Figure 1. Signal wires on met1.
Supply wires on this layer in gray.
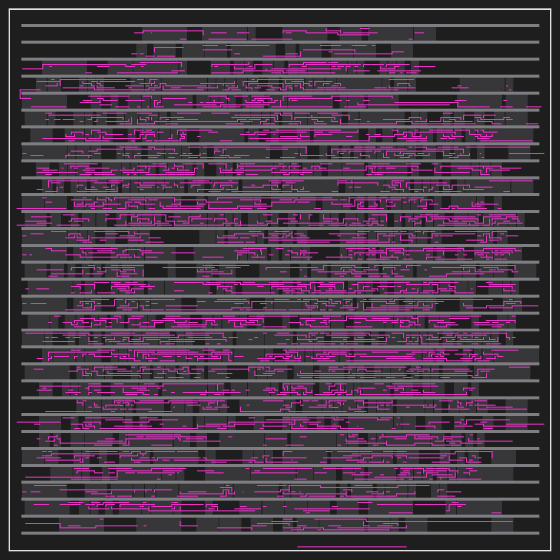
Figure 2. Wires at chosen ports, followed through buffers.
The bar under the picture is 20 um long.
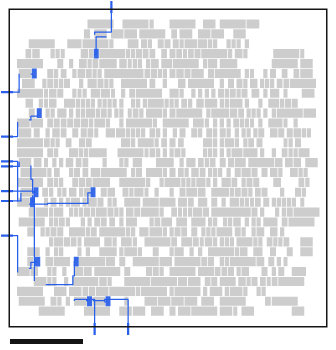
Figure 3. Signal wires on met2.
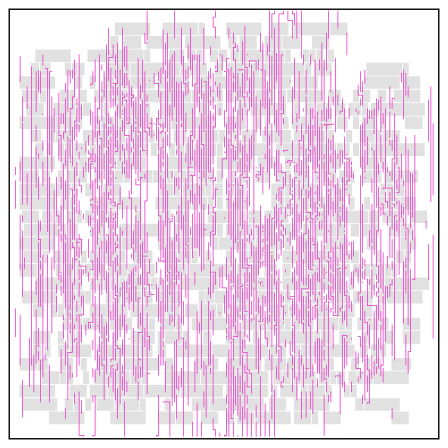
--- config.mk ---
export PLATFORM = sky130hd
export DESIGN_NAME = wall_probe
export DESIGN_NICKNAME = d
export VERILOG_FILES = /design/src/rtl/wall_probe.sv
export SDC_FILE = /design/constraint.sdc
export NUM_CORES = 1
export LEC_CHECK = 0
export ABC_AREA = 1
export ABC_CLOCK_PERIOD_IN_PS = 3300
export CAP_MARGIN = 20
export CORE_MARGIN = 1.5
export CORE_UTILIZATION = 60
export CTS_CLUSTER_SIZE = 40
export DETAILED_ROUTE_END_ITERATION = 10
export PLACE_DENSITY = 0.94
export SYNTH_ARGS = -nofsm -noshare
export SYNTH_HDL_FRONTEND = slang
export SYNTH_SLANG_ARGS = --single-unit
--- constraint.sdc ---
create_clock -name Clk -period 3.3 [get_ports Clk]
set_input_delay 0.66 -clock Clk [delete_from_list [all_inputs] [get_ports Clk]]
set_output_delay 0.66 -clock Clk [all_outputs]
set_load 0.05 [all_outputs]
--- src/rtl/wall_probe.sv ---
// rtl/wall_probe.sv - eight-point wall probe around Mario's box, folded into directional blocked flags
// One probe per cycle against an external combinational wall lookup; results publish on a done pulse.
module wall_probe #(
    parameter int MARIO_W  = 20,
    parameter int MARIO_H  = 20,
    parameter int SCREEN_W = 640,
    parameter int SCREEN_H = 480
) (
    input  logic       Clk,
    input  logic       Reset,
    input  logic       start,
    input  logic [9:0] MarioX,
    input  logic [9:0] MarioY,
    input  logic [1:0] RoomNum,
    output logic [9:0] query_x,
    output logic [9:0] query_y,
    output logic [1:0] query_room,
    input  logic       query_hit,
    output logic       busy,
    output logic       done,
    output logic       blocked_down,
    output logic       blocked_up,
    output logic       blocked_left,
    output logic       blocked_right,
    output logic       fell_out
);

    typedef enum logic [1:0] {S_IDLE, S_PROBE, S_FINISH} state_t;

    localparam logic signed [10:0] W11  = 11'(MARIO_W);
    localparam logic signed [10:0] H11  = 11'(MARIO_H);
    localparam logic signed [10:0] SW11 = 11'(SCREEN_W);
    localparam logic signed [10:0] SH11 = 11'(SCREEN_H);

    state_t      state_q, state_d;
    logic [2:0]  idx_q, idx_d;
    logic [9:0]  x_q, x_d, y_q, y_d;
    logic [9:0]  qx_q, qx_d, qy_q, qy_d;
    logic [1:0]  qroom_q, qroom_d;
    logic [3:0]  acc_q, acc_d;      // {right, left, up, down}
    logic        fell_acc_q, fell_acc_d;
    logic [3:0]  flags_q, flags_d;
    logic        fell_q, fell_d;

    // Returns {px, py} as 11-bit signed coordinates for probe i of the box at (bx, by).
    function automatic logic [21:0] probe_xy(input logic [9:0] bx, input logic [9:0] by,
                                             input logic [2:0] i);
        logic signed [10:0] x0, y0, px, py;
        x0 = signed'({1'b0, bx});
        y0 = signed'({1'b0, by});
        px = x0;
        py = y0;
        case (i)
            3'd0:    py = y0 + H11;
            3'd1:    begin px = x0 + W11 - 11'sd1; py = y0 + H11; end
            3'd2:    py = y0 - 11'sd1;
            3'd3:    begin px = x0 + W11 - 11'sd1; py = y0 - 11'sd1; end
            3'd4:    px = x0 - 11'sd1;
            3'd5:    begin px = x0 - 11'sd1; py = y0 + H11 - 11'sd1; end
            3'd6:    px = x0 + W11;
            default: begin px = x0 + W11; py = y0 + H11 - 11'sd1; end
        endcase
        return {px, py};
    endfunction

    logic [21:0]        cur_xy, nxt_xy, start_xy;
    logic signed [10:0] cur_px, cur_py;
    logic               x_oor, y_lo, y_hi, probe_hit, probe_fell;

    assign cur_xy   = probe_xy(x_q, y_q, idx_q);
    assign nxt_xy   = probe_xy(x_q, y_q, idx_q + 3'd1);
    assign start_xy = probe_xy(MarioX, MarioY, 3'd0);
    assign cur_px   = signed'(cur_xy[21:11]);
    assign cur_py   = signed'(cur_xy[10:0]);
    assign x_oor    = (cur_px < 11'sd0) || (cur_px >= SW11);
    assign y_lo     = cur_py < 11'sd0;
    assign y_hi     = cur_py >= SH11;

    // Floor probes past the bottom edge are a miss that marks falling out; any other
    // off-screen probe is treated as solid wall.
    always_comb begin
        probe_hit  = query_hit;
        probe_fell = 1'b0;
        if (idx_q[2:1] == 2'd0 && y_hi) begin
            probe_hit  = 1'b0;
            probe_fell = 1'b1;
        end else if (x_oor || y_lo || y_hi) begin
            probe_hit = 1'b1;
        end
    end

    always_comb begin
        state_d    = state_q;
        idx_d      = idx_q;
        x_d        = x_q;
        y_d        = y_q;
        qx_d       = 10'd0;
        qy_d       = 10'd0;
        qroom_d    = 2'd0;
        acc_d      = acc_q;
        fell_acc_d = fell_acc_q;
        flags_d    = flags_q;
        fell_d     = fell_q;
        case (state_q)
            S_IDLE: begin
                if (start) begin
                    state_d    = S_PROBE;
                    x_d        = MarioX;
                    y_d        = MarioY;
                    idx_d      = 3'd0;
                    acc_d      = 4'd0;
                    fell_acc_d = 1'b0;
                    qx_d       = start_xy[20:11];
                    qy_d       = start_xy[9:0];
                    qroom_d    = RoomNum;
                end
            end
            S_PROBE: begin
                acc_d[idx_q[2:1]] = acc_q[idx_q[2:1]] | probe_hit;
                fell_acc_d        = fell_acc_q | probe_fell;
                if (idx_q == 3'd7) begin
                    state_d = S_FINISH;
                    flags_d = acc_d;
                    fell_d  = fell_acc_d;
                end else begin
                    idx_d   = idx_q + 3'd1;
                    qx_d    = nxt_xy[20:11];
                    qy_d    = nxt_xy[9:0];
                    qroom_d = qroom_q;
                end
            end
            default: state_d = S_IDLE;
        endcase
    end

    always_ff @(posedge Clk) begin
        if (Reset) begin
            state_q    <= S_IDLE;
            idx_q      <= 3'd0;
            x_q        <= 10'd0;
            y_q        <= 10'd0;
            qx_q       <= 10'd0;
            qy_q       <= 10'd0;
            qroom_q    <= 2'd0;
            acc_q      <= 4'd0;
            fell_acc_q <= 1'b0;
            flags_q    <= 4'd0;
            fell_q     <= 1'b0;
        end else begin
            state_q    <= state_d;
            idx_q      <= idx_d;
            x_q        <= x_d;
            y_q        <= y_d;
            qx_q       <= qx_d;
            qy_q       <= qy_d;
            qroom_q    <= qroom_d;
            acc_q      <= acc_d;
            fell_acc_q <= fell_acc_d;
            flags_q    <= flags_d;
            fell_q     <= fell_d;
        end
    end

    assign query_x       = qx_q;
    assign query_y       = qy_q;
    assign query_room    = qroom_q;
    assign busy          = (state_q == S_PROBE);
    assign done          = (state_q == S_FINISH);
    assign blocked_down  = flags_q[0];
    assign blocked_up    = flags_q[1];
    assign blocked_left  = flags_q[2];
    assign blocked_right = flags_q[3];
    assign fell_out      = fell_q;

endmodule
==> run summary <==
Implementation numbers.

- The run finished with clean final reports.
- The combinational gate count is about 530.
- The area enclosed by the die boundary reads between 0.007 and 0.008 mm^2.
- The highest routing layer actually used is met4.
- The aggregate routed wire length reads around 13,000 um.
- The worst endpoint required time reads 3530 ps.
- The logic depth of the worst setup path including buffers reads 18.
- The area share of the largest cell type after synthesis is 0.271.
- The source-to-sink clock delay at the later pin of the worst-skew pair reads 350 ps.
- The sequential area share after synthesis is 0.271.
- The count of buffers added by post-CTS timing repair for setup is 0.
- The launching element of the worst setup path is y_q[2]$_SDFFE_PP0P_.
- In the setup report, the worst path falls into the class flip-flop to flip-flop.
- The mean number of vias per cell reads 5.98.
- The number of filler instances in the final layout is 543.
- The power consumption reads 2.18 mW.
- The relative contribution of the clock network to total power reads 0.343.
- The floorplan net count is approximately 730.
- The worst clock skew reads around 12 ps.
- The max-cap check violation count is 0.
- The pin closest to its max-slew limit shows a slew of 747 ps.
- The startpoint of the worst-slack reg-to-reg timing path reads y_q[2]$_SDFFE_PP0P_.
- The reg-to-reg critical path endpoint is acc_q[3]$_SDFFE_PP0P_.
- The final report gives the core utilization as 0.743.
- According to the hold report, the worst path is of the flip-flop to flip-flop type.
- The largest power group is registers.
- The global routing report lists met1 layer usage as 0.435.
- The timing report shows the most common cell along the critical path to be sky130_fd_sc_hd__nor2_1.
- The number of remaining DRC errors is 0.
- Of all cell types, the one taking the most synthesized area is sky130_fd_sc_hd__dfxtp_1.
- The count of inverters other than clock inverters in the layout reads 82.
- The distinct cell type count of the synthesized netlist reads 44.
- The number of rows created at floorplan is 30.
- The peak ir drop on the vdd network is about 0.00027 V.
- The maximum buffer depth of the clock tree is 2.
- Once routing completed, OpenROAD measured the worst setup slack at approximately 540 ps.
- The type of element launching the critical path is a flip-flop.
- The wire length of the first global-routing pass is 22,400 um.
- Of the total power, the share spent switching nets is 0.370.
- The final hold slack is ~470 ps.
- The repair_antennas step left the layout with diodes totalling 0.
- The pre-antenna-repair detailed-routing pass consisted of 6 iterations.
- The sequential power reads just under 0.8 mW.
- Per the timing report, the achievable frequency comes out to between 0.3 and 0.4 GHz.
- The power per cell area reads 431 mW/mm^2.
- The clock distribution power is around 0.75 mW.
- The kind of end point of the critical path reads a flip-flop.
- The summed negative setup slack over all endpoints is 0 ps.
- The vias after detailed routing is around 5,000.
- The worst setup path endpoint is acc_q[3]$_SDFFE_PP0P_.
- The largest delay contributor family on the critical path reads simple AND/OR/NAND/NOR gates.
- The layout report lists the clock-cell share of area as 0.0434.
- Non-clock buffers in the final layout number 62.
- The flow measured a signed area growth from synthesis to layout of 19.8%.
- The cell group occupying the most layout area is combinational gates.
- The number of hold buffers added after CTS was 0.
- The post-layout period usage of the worst path is 0.837.
- Clock-pin slew was measured on the worst setup and hold paths at approximately 70 ps.
- Endpoints with negative setup slack in the final report add up to 0.
- The number of global-route vias before repair reads just under 5,000.
- The capture endpoint of the worst hold path reads query_room[1]$_SDFFE_PP0P_.
- The count of warning messages emitted by the tools is 34.
- Clock tree synthesis selected as its root buffer the cell sky130_fd_sc_hd__clkbuf_8.
- Overall routing resource usage recorded by global route was 0.374.
- The count of buffer and inverter cells on the critical path is 3.
- In this run the mean area of a mapped cell was roughly 6.1 um^2.
- The sequential share of cell area reads 0.226.
- The internal power of the cells totals 1.37 mW.
- The most used logic cell in the final layout reads sky130_fd_sc_hd__nand2_1.
- The leakage power total is approximately 2.2 nW.
- The share of total power dissipated in sequential elements is 0.357.
- The share of the final layout cell area in multi-input gates is 0.526.
- For this design the total switching power over the nets is between 0.8 and 0.9 mW.
- According to the dpl log, the detail-placed design has an HPWL of slightly below 10,000 um.
- The top cell types in the final layout, fill and taps aside, are 182 x sky130_fd_sc_hd__nand2_1, 78 x sky130_fd_sc_hd__inv_1, 74 x sky130_fd_sc_hd__nand3_1.
- The combinational cell power is between 0.6 and 0.7 mW.
- The synthesized-area fraction occupied by xor and xnor cells reads 0.0125.
- The routing usage on met3 is 0.0857.
- The number of cells on the worst reg-to-reg path reads 18.
- The yosys cell count is roughly 700.
- The die width reads about 87 um.
- Synthesis produced 686 cells.
- Summing all multi-input logic gate instances after layout gives about 0.0027 mm^2.
- The clock buffers instantiated in the layout total 9.
- Detailed routing placed a total of roughly 1100 um of wire on met3.
- The most crowded layer after global routing is met2.
- The violation tally from detailed-route iteration zero is approximately 580.
- The cell-mix breakdown from Yosys lists the simple-gate area share as 0.377.
- The main area contributors are sky130_fd_sc_hd__dfxtp_1 27%, sky130_fd_sc_hd__nand2_1 16%, sky130_fd_sc_hd__nand3_1 8.8%, sky130_fd_sc_hd__a21oi_1 7.2%, sky130_fd_sc_hd__inv_1 6.9%.
- The launch instance of the worst min-delay path is query_room[1]$_SDFFE_PP0P_.
- The area share of buffers outside the clock network reads 0.119.
- The worst setup slack after placement reads approximately 600 ps.
- Pins over their slew limit in the final report were tallied at 0.
- After detailed routing, the wire length on met1 is roughly 5100 um.
- The critical path's slowest stage uses the library cell sky130_fd_sc_hd__dfxtp_1.
- The initial antenna violation count is 0.
- The number of sequential cells reported for the layout is between 50 and 60.
- The clock net sink count reads about 57.
- The pin count of the biggest net entering global routing reads approximately 40.
- The critical path data arrival time is ~3000 ps.
- The synthesized area reads between 0.004 and 0.005 mm^2.
- For reference, the critical path cell chain is inv_1 > ha_1 > inv_1 > nand3_1 > nor2_4 > nand2_2 > clkinv_2 > nor2_1 > nor2_1 > nand2_1 > nor2_1 > nor2_1 > nor2_2 > nand3_2 > nand2_2 > nand3_1 > nand3_1 > a21oi_2.
- Of the total power, combinational logic draws 0.300.
- Per the gpl log, the routability congestion estimate is slightly above 1.
- Of the total synthesized cell area, the portion taken by AND-OR and OR-AND cells is 0.196.
- The dominant combinational cell family by area after synthesis reads simple AND/OR/NAND/NOR gates.
- The chip height is between 80 and 90 um.
- Counting instances, the worst hold path has a depth of 2.
- The hold violation total from the final report is 0.
- The headroom to the max-slew limit reads 0.499.
- On the worst path, the slowest cell contributes a delay of between 400 and 500 ps.
- The number of routed nets with antenna violations is 0.
- The yosys-reported design area after synthesis reads ~0.0042 mm^2.
- The clock buffer count from CTS reads 9.
- The clock tree from TritonCTS is done.
- The met2 track demand over resource in global routing is 0.631.
- The number of nets in the finished design reads about 800.
- The mux contribution to synthesized area is 0.
- Per the synthesis report, the adder-cell share of the synthesized area is 0.0446.
- The effective utilization at floorplan is 0.620.
- The count of warnings emitted by yosys is 0.
- The clock H-tree reported by CTS has 3 levels.
- The final critical delay including setup and external delays is around 2800 ps.
## Picture notes: Figure 1
The wires run mostly horizontal. The longest straight run is 27.1 um.

## Picture notes: Figure 2
`MarioX`: marked blue, direction input, end cells 10, buffers 10, wire 179 um.
count of buffers inserted at the top-level ports: 54
I/O pin count: 55

## Picture notes: Figure 3
The wires run mostly vertical. The layer carries 6,370 um of wire. 653 nets have wire on it.

==> metrics by stage <==
step | cell area, um^2 | instances
floorplan | 4210 | 686
global placement | 4830 | 822
detailed placement | 4830 | 822
CTS | 5050 | 838
global route | 5050 | 838
finish | 5050 | 838
==> Yosys cell counts (all sizes together) <==
cell and n:
o311ai 1, o32ai 1, nor2 69, o31ai 1, nand2 199, clkbuf 13, a32oi 1, a31oi 5
o211ai 15, a221oi 3, inv 81, o21bai 1, nor3 6, o22ai 12, o221ai 1, and3 1
o21ai 32, a41oi 1, dfxtp 57, xor2 6, clkinv 1, nand4 6, a22oi 2, a211oi 2
ha 15, a21boi 1, nor3b 1, or2 4, buf 9, o2111ai 1, nand3 75, a21oi 62
nand3b 1
Power and IR drop assume default switching activity.
